==> config.mk <==
export PLATFORM = sky130hd
export DESIGN_NAME = instr_fetch_unit
export DESIGN_NICKNAME = d
export VERILOG_FILES = /design/src/rtl/instr_fetch_unit.sv
export SDC_FILE = /design/constraint.sdc
export NUM_CORES = 1
export LEC_CHECK = 0
export ABC_AREA = 1
export ABC_CLOCK_PERIOD_IN_PS = 1600
export CAP_MARGIN = 20
export CELL_PAD_IN_SITES_DETAIL_PLACEMENT = 1
export CELL_PAD_IN_SITES_GLOBAL_PLACEMENT = 1
export CORE_AREA = 4 4 124 126
export CTS_CLUSTER_SIZE = 28
export DETAILED_ROUTE_END_ITERATION = 6
export DIE_AREA = 0 0 128 130
export HOLD_SLACK_MARGIN = 0.05
export PLACE_DENSITY = 0.89
export SYNTH_ARGS = -nofsm -noshare
export SYNTH_HDL_FRONTEND = slang
export SYNTH_SLANG_ARGS = --single-unit
==> constraint.sdc <==
create_clock -name clk -period 1.6 [get_ports clk]
set_input_delay 0.16 -clock clk [delete_from_list [all_inputs] [get_ports clk]]
set_output_delay 0.16 -clock clk [all_outputs]
set_load 0.05 [all_outputs]
==> run_1/placement.png <==
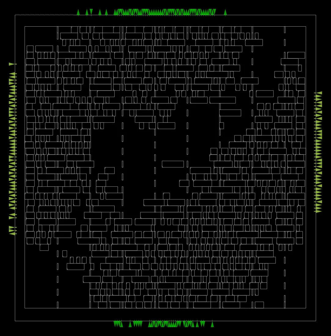
fill count: 1728
final cell count without fillers: 936

==> run_1/wires.png <==
Bar = 50 µm.
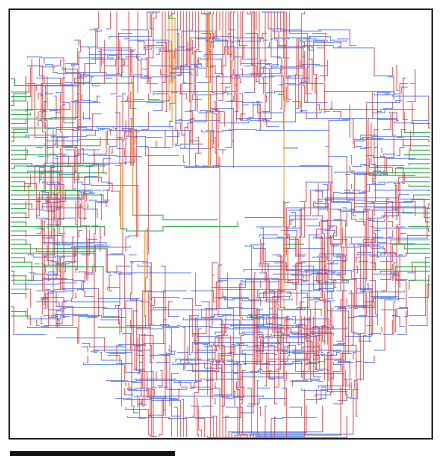
- metal 1: blue (wire length 5880 µm)
- metal 4: orange (wire length 300 µm)
- metal 2: red (wire length 7380 µm)
- metal 3: green (wire length 909 µm)
total track usage: 16.8%
DR WL/cell: 15.5 µm
Final Routed Wirelength: 14.5 mm
Vias: 4276

==> run_1/logic_types.png <==
Bar = 50 µm.
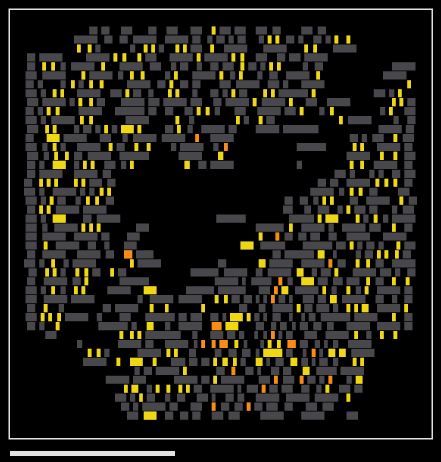
- inverters: orange (cells 22; most used inv_1)
- NOR gates: yellow (cells 219; most used nor2_1; where all over the die)
Comb area share: 28.1%
most frequent logic cell in the layout: nor2_1

==> run_1/placement_by_type.png <==
Bar = 50 µm. Fill, decap, tap and diode cells in grey.
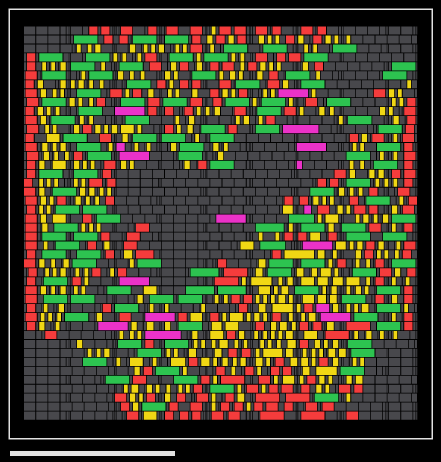
- other buffers and delay cells: red (cells 221; share of their area 30%)
- clock drivers and dummy loads: magenta (cells 16; share of their area 5.2%)
- combinational and other logic: yellow (cells 405; share of their area 31%)
- flops: green (cells 110; share of their area 34%)
Site Rows: 44
flop share of the area: 32.8%

==> results.txt, run 1 <==
run metrics: Simple Share, Synth 26.6%, Final HPWL DP 10.4 mm, Lkg Pwr 0.00283 µW, gp weighted congestion 0.843, syn avg cell area 7.48 µm², Vias/cell 4.57, Tot Pwr 5930 µW, hold_buf cts 0, clk slew on worst S/H paths 0.07 ns, R2R Setup Slk -0.07 ns, CP Depth 11, Syn Nets 617, xor+xnor area frac 1.29%, maxcap violations 0, endpoints failing setup 9, DP Cell Count 910, failing checks negative setup slack, synthesis-to-layout area growth 65.8%, CP endpoint kind flip-flop, largest net degree at the start of global routing 48, crit start category flip-flop, Peak VDD IR 0.527 mV, Initial Util 28.5%, post-synthesis mux area share 0%, RSZ-0062 raised after global routing yes, Latency at later pin 0.35 ns, placed cell areas 0.00611 mm², CP cell instances inv_2 -> buf_4 -> nor2_2 -> nand3_1 -> nand2_2 -> nand2_1 -> nand3_1 -> nand2_2 -> nor2_4 -> nand3_4 -> nor2_1, Residual DRC 0, vias in the first global route 4328, distinct lib cells 23, Hold Crit Class primary input to flip-flop, max-slew violation count 0, main kind of combinational logic by area simple AND/OR/NAND/NOR gates, IO Count 173, CTS tree yes, measured slew at the worst slew-check pin 0.355 ns, final setup margin -0.0719 ns, IO Port Bufs 172, final hold violation count 0, synthesized cell area 0.00408 mm², DRC marker count from the first detailed-route iteration 147, Cells after Synth 545, most numerous logic cells after layout nor2_1, buf_4, dfxtp_1, critical path data arrival time 1.95 ns, Setup Total Neg Slack -0.328 ns, Worst Path Buf+Inv 2, CTS max path bufs 2, design area 0.00676 mm², slowest stage delay, CP 0.42 ns, highest net fanout along the worst path 8, initial antenna violation count 0, Synth Area in Compound Gates 12.8%, critical path class flip-flop to flip-flop, post-layout min period 1.67 ns, synthesized chip area reported by yosys 0.00408 mm², Slew HR 76.1%, die width 128 µm, post-route antenna net violation count 0, global route overflow 0, Log Warnings 29, Root Driver clkbuf_16, final core occ 47.2%, htree depth 3, TritonRoute pass-1 iters 4, run status finished with violations, layout cells sized above 1 30.3%, slowest CP cell dfxtp_4, total CTS buffers 9, register area share after synthesis 54.0%, R2R depth 11, first-pass GRT wire length 22.1 mm, Die Height 130 µm, Fmax 598 MHz, Hold WS 0.420 ns, ant diodes 0, Synth flops 110, Hold Path Depth 3, chip area 0.0166 mm², core area 0.0143 mm², dpl ws -0.237 ns, pwr dens 877 mW/mm², CP Data Required Time 1.88 ns, CP delay by family, top simple AND/OR/NAND/NOR gates, NumNets Final 819, Clock Skews 0.00869 ns, yosys warns 0, clk sinks 110, period utilisation layout 104%, Yosys Instances 545, Adders+Majority by Area 0.307%
==> run 1: layer usage <==
layer	GRT usage [%]	up-vias	routed length, µm
met5	0	-	0
met4	6.30	0	299
met3	4.95	21	908
met2	29.8	120	7380
met1	19.3	1999	5880
li1	-	2136	-
==> run 1: final cells by class <==
cell class                      count  area, µm²
Clock inverter                      6       90.1
Fill cell                        1728       7550
Timing Repair Buffer              221       1970
Clock buffer                       10        250
Multi-Input combinational cell    383       1900
Tap cell                          184        230
Inverter                           22       98.8
Sequential cell                   110       2220
==> run 1: repair_timing <==
item                                   4_1_cts  5_1_grt
resized                                     27       45
setup buffers                                5        4
cloned                                       1        0
setup endpoints to repair                   27       42
pin swaps                                   10       21
endpoints found under the hold margin        0        0
==> run 1: synthesized netlist by cell type <==
master / number / area (µm²)
a21oi_1: 4 / 20.0
o21ai_0: 94 / 470
inv_1: 19 / 71.3
clkinv_1: 1 / 3.75
dfxtp_1: 110 / 2200
nand3_2: 2 / 20.0
a21boi_0: 1 / 7.51
o21bai_1: 1 / 7.51
nand3_1: 14 / 70.1
xor2_1: 4 / 35.0
ha_1: 1 / 12.5
nand2_1: 34 / 128
inv_2: 2 / 7.51
nor3_1: 3 / 15.0
nor3_2: 1 / 10.0
nor2_1: 213 / 800
buf_2: 8 / 40.0
nand4_1: 5 / 31.3
a22oi_1: 1 / 7.51
xnor2_1: 2 / 17.5
o21a_1: 1 / 7.51
nor2_2: 2 / 12.5
clkbuf_1: 22 / 82.6
==> run 1: cell families after synthesis <==
family,after synthesis
buf+inv,52
xor+xnor,6
compound gates,102
fa+ha+maj,1
simple gates,274
flops,110
==> run 1: report_power, final <==
part | internal [µW] | switching [µW] | total (µW)
clock | 1480 | 1050 | 2530
sequential | 2760 | 31.3 | 2790
combinational | 295 | 308 | 603
total | 4540 | 1390 | 5930
==> run 2: changes to the inputs <==
- TNS_END_PERCENT: default -> 30
==> run_2/placement_by_type.png <==
Bar = 50 µm. Fill, decap, tap and diode cells in grey.
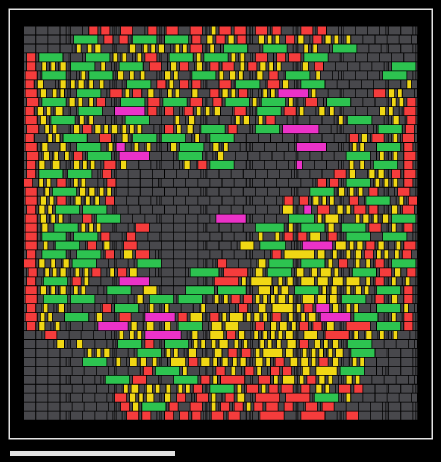
- flops: green (cells 110; share of their area 34%)
- clock drivers and dummy loads: magenta (cells 16; share of their area 5.3%)
- other buffers and delay cells: red (cells 221; share of their area 30%)
- combinational and other logic: yellow (cells 405; share of their area 30%)
design area: 0.00671 mm²
final core occ: 46.9%
flop share of the area: 33.1%

==> results.txt, run 2 <==
run metrics: run status finished with violations, failing checks negative setup slack, share of flip-flops with an asynchronous set or reset 0%, gp weighted congestion 0.843, global route overflow 0, Site Rows 44, most common cell in the netlist nor2_1, NumNets Final 819, Log Warnings 29, vias in the first global route 4328, largest net degree at the start of global routing 48, IO Count 173, Die Height 130 µm, highest net fanout along the worst path 8, CP Data Required Time 1.88 ns, Hold Crit Class primary input to flip-flop, R2R Setup Slk -0.07 ns, layout cells sized above 1 29.9%, top cells, area dfxtp_1, nor2_1, o21ai_0, nand2_1, clkbuf_1, ant diodes 0, final setup margin -0.0714 ns, htree depth 3, Post-synth EDFFs 0, Post-synth top cells nor2_1, dfxtp_1, o21ai_0, initial antenna violation count 0, endpoints failing setup 9, Root Driver clkbuf_16, Final Routed Wirelength 14.4 mm, Lkg Pwr 0.00282 µW, die width 128 µm, CTS max path bufs 2, total CTS buffers 9, synthesized cell area 0.00408 mm², Synth Flop Type dfxtp_1, Cells after Synth 545, CP Depth 11, dpl ws -0.237 ns, most frequent logic cell in the layout nor2_1, hold_buf cts 0, CP cell instances inv_2 -> buf_4 -> nor2_2 -> nand3_1 -> nand2_2 -> nand2_1 -> nand3_1 -> nand2_2 -> nor2_4 -> nand3_4 -> nor2_1, Peak VDD IR 0.518 mV, critical path data arrival time 1.95 ns, register area share after synthesis 54.0%, Fmax 598 MHz, Vias 4264, Residual DRC 0, Vias/cell 4.56, slowest stage delay, CP 0.42 ns, CP endpoint kind flip-flop, CP delay by family, top simple AND/OR/NAND/NOR gates, crit start category flip-flop, Clock Skews 0.00706 ns, Syn Nets 617, placed cell areas 0.00611 mm², slowest CP cell dfxtp_4, total track usage 16.8%, final hold violation count 0, period utilisation layout 104%, IO Port Bufs 172, distinct lib cells 23, post-layout min period 1.67 ns, yosys warns 0, Final HPWL DP 10.4 mm, critical path class flip-flop to flip-flop, Dominant cell area share 54.0%, Initial Util 28.5%, Setup Total Neg Slack -0.298 ns, most numerous logic cells after layout nor2_1, buf_4, dfxtp_1, Hold WS 0.426 ns, synthesized chip area reported by yosys 0.00408 mm², R2R depth 11, measured slew at the worst slew-check pin 0.355 ns, Slew HR 76.1%, max-slew violation count 0
run 2: cell counts after synthesis:
Identical to the previous run, type by type.
run 2: worst min-delay path: cells and delay by family:
kind | cells | cell delay, ns
buffers and inverters | 1 | 0.39
and+or+nand+nor | 1 | 0.05
AOI/OAI and AO/OA | 1 | 0.13
run 2: routing by layer:
| layer | up-vias | routed length, µm | GRT usage [%] |
|---|---|---|---|
| met2 | 115 | 7230 | 29.8 |
| met4 | 0 | 308 | 6.30 |
| met3 | 21 | 916 | 4.95 |
| met1 | 1993 | 5960 | 19.3 |
| li1 | 2135 | - | - |
| met5 | - | 0 | 0 |
run 2: per-stage QoR:
step,std cells,util [%]
floorplan,545,-
CTS,932,46.0
finish,936,46.9
global route,936,46.9
detailed placement,910,42.7
global placement,910,42.7
run 2: power by group:
group          total [µW]  switching [µW]  internal, µW
Combinational         595             304           290
Sequential           2790            29.2          2760
Clock                2530            1050          1480
run 2: layout make-up:
type	count	area (µm²)
Sequential cell	110	2220
Timing Repair Buffer	221	1960
Fill cell	1731	7600
Clock buffer	10	250
Tap cell	184	230
Clock inverter	6	90.1
Multi-Input combinational cell	383	1860
Inverter	22	98.8
run 2: logic make-up (layout without fill, tap and decap cells):
| kind of cell | count (synthesis) | after routing | share of synthesized area, % |
|---|---|---|---|
| buf+inv | 52 | 259 | 5.03 |
| compound gates | 102 | 102 | 12.8 |
| fa+ha+maj | 1 | 1 | 0.307 |
| simple gates | 274 | 274 | 26.6 |
| flops | 110 | 110 | 54.0 |
| xor+xnor | 6 | 6 | 1.29 |
run 2: timing repair:
item / CTS / global route
setup buffers: 5 / 4
resized: 26 / 34
gates cloned: 1 / 0
pin swaps: 10 / 18
setup endpoints to repair: 27 / 43
Power and IR drop assume default switching activity.
